**Placement view**

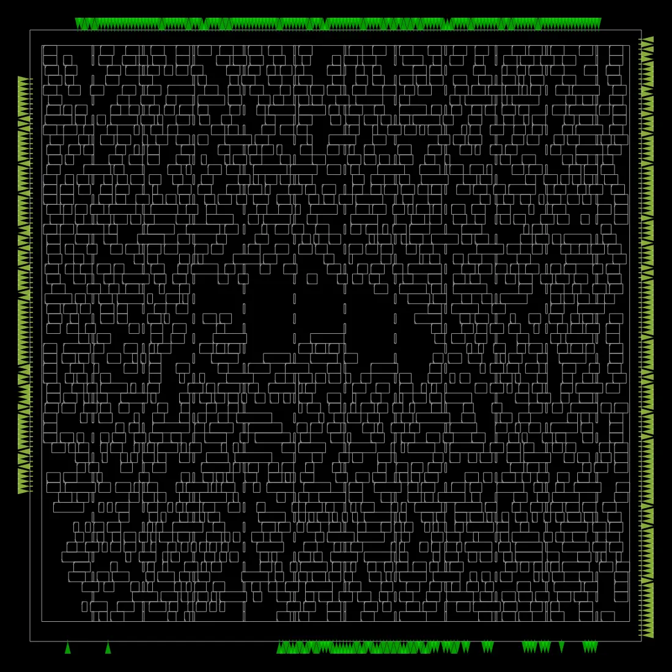
**Metal 2**

The bar under the picture is 50 um long.
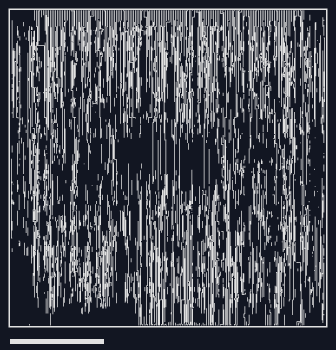
**Cells colored by class**

The bar under the picture is 50 um long. Fill, decap, tap and diode cells in gray.
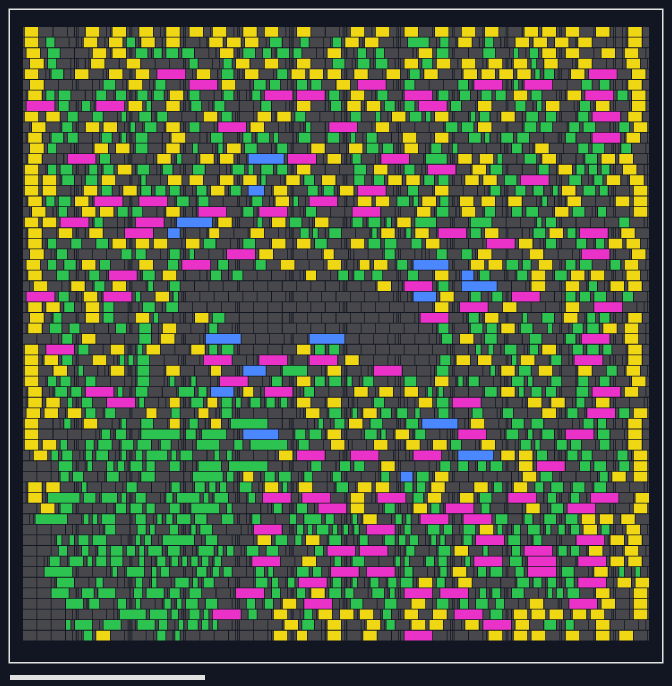
**Clock distribution**

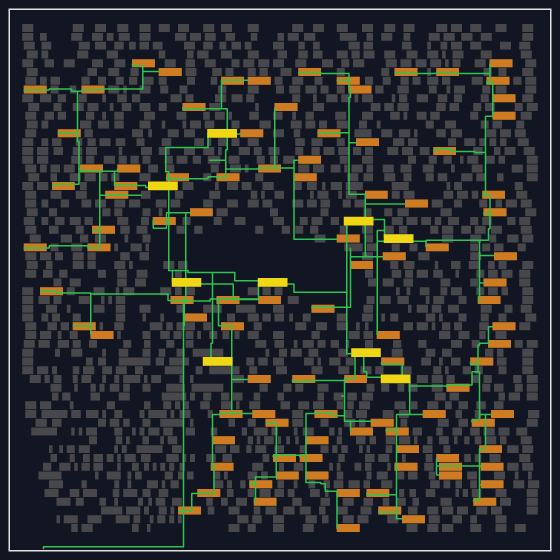
**Power grid**

Pins as bars on the die edge. Tap cells in gray.
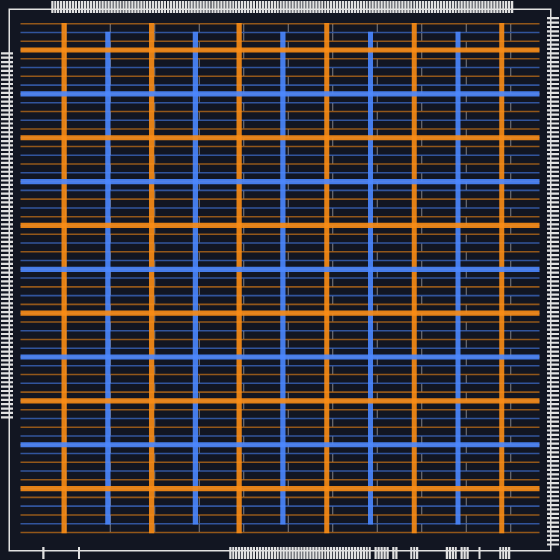
==> config.mk <==
export PLATFORM = sky130hd
export DESIGN_NAME = axilite_log_merger
export DESIGN_NICKNAME = d
export VERILOG_FILES = /design/src/rtl/axilite_log_merger.sv
export SDC_FILE = /design/constraint.sdc
export NUM_CORES = 1
export LEC_CHECK = 0
export ABC_AREA = 0
export CAP_MARGIN = 25
export CELL_PAD_IN_SITES_DETAIL_PLACEMENT = 1
export CELL_PAD_IN_SITES_GLOBAL_PLACEMENT = 1
export CORE_MARGIN = 3
export CORE_UTILIZATION = 30
export DETAILED_ROUTE_END_ITERATION = 12
export PLACE_DENSITY_LB_ADDON = 0.1
export SLEW_MARGIN = 20
export SYNTH_ARGS = -nofsm -noshare
export SYNTH_HDL_FRONTEND = slang
export SYNTH_SLANG_ARGS = --single-unit
==> constraint.sdc <==
create_clock -name clk -period 16.31 [get_ports clk]
set_clock_uncertainty 0.1 [all_clocks]
set_input_delay 4.893 -clock clk [delete_from_list [all_inputs] [get_ports clk]]
set_output_delay 4.893 -clock clk [all_outputs]
set_load 0.03 [all_outputs]
==> impl_metrics.env <==
# flow metrics
export IMPL_status="complete, no violations"
export IMPL_most_frequently_used_cell_type_in_the_post_synthesis_netlist="dfxtp_1"
export IMPL_fraction_of_final_layout_cells_with_drive_strength_greater_than_1_pct=4.75
export IMPL_nonClockInverterCount=76
export IMPL_detailed_place_area_um2=12300
export IMPL_crit_top_cell="clkdlybuf4s50_1"
export IMPL_grt_use_met1_pct=34.0
export IMPL_clock_path_buffers=2
export IMPL_critical_path_buf_inv_count=3
export IMPL_top_cells_by_area="dfxtp_1 26%, a311oi_1 7.2%, a221oi_1 6.8%, a211oi_1 6.4%, o31ai_1 6.4%"
export IMPL_wl_met1_um=16800
export IMPL_mostFrequentLayoutCells="432 x clkdlybuf4s50_1, 101 x dfxtp_1, 74 x inv_1"
export IMPL_cp_end_kind="output port"
export IMPL_timing_reg2reg_setup_slack_ns=9.89
export IMPL_cts_resized=0
export IMPL_netlist_top_cell_by_area="dfxtp_1"
export IMPL_stage_log_warnings=33
export IMPL_num_io_pins=433
export IMPL_multi_input_comb_area_um2=5140
export IMPL_critical_path_cell_chain="clkdlybuf4s50_1 > or4_1 > a32o_1 > a32oi_2 > mux2i_1 > a2bb2oi_1 > a2bb2oi_4 > buf_4 > nor3_1 > clkdlybuf4s50_1"
export IMPL_combAreaFraction_pct=40.7
export IMPL_critPathKind="in -> out"
export IMPL_cts_tree="built"
export IMPL_fp_dieArea_um2=28000
export IMPL_p_sw_w=0.00167
export IMPL_timing_hold_worst_class="reg -> reg"
export IMPL_ant_nets=0
export IMPL_wl_met2_um=20000
export IMPL_p_leak_nw=4.54
export IMPL_met3_length_um=2600
export IMPL_grt_start_max_net_pins=78
export IMPL_finalSetupViolations=0
export IMPL_multi_input_comb_cells=667
export IMPL_fin_total_pwr_w=0.00292
export IMPL_critical_path_max_fanout=66
export IMPL_sw_frac_of_total_pct=57.2
export IMPL_finalClockPeriodUsage_pct=86.2
export IMPL_pwr_share_comb_pct=79.3
export IMPL_max_slew_worst_pin_slew_ns=0.941
export IMPL_ys_cells=949
export IMPL_post_place_ws_ns=2.35
export IMPL_unique_cell_type_count_in_the_yosys_netlist=68
export IMPL_fin_tns_setup_ns=0
export IMPL_synth_yosys_seq_area_share_pct=25.9
export IMPL_nonClockBufferCount=446
export IMPL_clock_fmax_mhz=71.1
export IMPL_pwr_share_seq_pct=12.8
export IMPL_setup_ws_ns=2.25
export IMPL_syn2layout_area_growth_pct=61.5
export IMPL_floorplan_initialDensity_pct=30.8
export IMPL_dominantRegCellSynth="dfxtp_1"
export IMPL_first_global_vias=9479
export IMPL_drc_errors=0
export IMPL_ys_async_sr_fraction_pct=0
export IMPL_numPortBuffers=432
export IMPL_detailedRoute_firstIterationViolations=714
export IMPL_pwr_density_cell_nw_per_um2=231
export IMPL_cp_data_arrival_time_ns=9.07
export IMPL_slowest_delay_ns=0.64
export IMPL_maxSlewViolCount=0
export IMPL_slew_headroom_pct=37.3
export IMPL_synth_mux_area_fraction_pct=2.05
export IMPL_xor_area_share_pct=4.03
export IMPL_biggestCellCategory="multi-input combinational cells"
export IMPL_top_cell_area_share_pct=25.9
export IMPL_hold_path_cell_count=2
export IMPL_top_layer="met5"
export IMPL_power_report_internal_total_w=0.00125
export IMPL_synth_flop_count=101
export IMPL_ys_top_cells_by_count="101 x dfxtp_1, 74 x clkbuf_1, 74 x inv_1"
export IMPL_regArea_um2=2020
export IMPL_tritoncts_num_buffers=9
export IMPL_clk_pin_slew_worst_paths_ns=0.08
export IMPL_yosys_stat_area_um2=7820
export IMPL_synth_logic_family="AND-OR/OR-AND gates"
export IMPL_finish_net_count=1641
export IMPL_netlist_instances=949
export IMPL_worst_hold_margin_ns=0.383
export IMPL_drv_cap=0
export IMPL_critical_path_depth=10
export IMPL_firstDrtPassIters=5
export IMPL_clock_tree_area_fraction_pct=2.47
export IMPL_flop_count=101
export IMPL_num_fill_cells=2989
export IMPL_cpMaxStageDelayCell="clkdlybuf4s50_1"
export IMPL_top_usage_layer="met2"
export IMPL_crit_family="buffers and inverters"
export IMPL_met3_usage_grt_pct=6.59
export IMPL_antenna_cells_inserted=9
export IMPL_gpl_final_weighted_congestion=0.879
export IMPL_layout_buffer_nonclock_area_share_pct=35.1
export IMPL_dominant_power_group="combinational cells"
export IMPL_grt_remaining_overflow=0
About 'placement view':
Core Footprint: 25,400 um2
filler-free cell count of the finished design: 1,645
utilization after layout: 49.7%
# Taps: 330
fraction of area in registers: 16.0%

About 'metal 2':
The layer holds 49% of the routed length. 1,453 nets have wire on it. The wires run mostly vertical. The layer carries 20.0 mm of wire.
met2 usage in global routing: 47.5%
total number of vias: 9,330
Detailed Route WL: 40,900 um

About 'cells colored by class':
Key: yellow = remaining buffers and delay cells [cells 446, share of their area 36%]; green = combinational and other logic [cells 743, share of their area 45%]; blue = clock drivers and dummy loads [cells 16, share of their area 2.6%]; magenta = sequential cells [cells 101, share of their area 17%]
final instance area: 12,600 um2
row count: 58

About 'clock distribution':
Key: orange = flip-flops [count 101]; yellow = clock drivers [count 9]; green = clock wires [length 1,710 um]
Position of the flops: widely spread.
Power Clock: 0.000231 W
Latency at later pin: 0.36 ns
clock network power share: 7.9%

About 'power grid':
Key: orange = VSS; blue = VDD
11 straps on met4. The core has 58 rows.
Die Height: 167 um
die extent in x: 167 um
worst vdd ir: 210 uV

Power figures rest on the tool's default switching activity, not on a simulated workload.
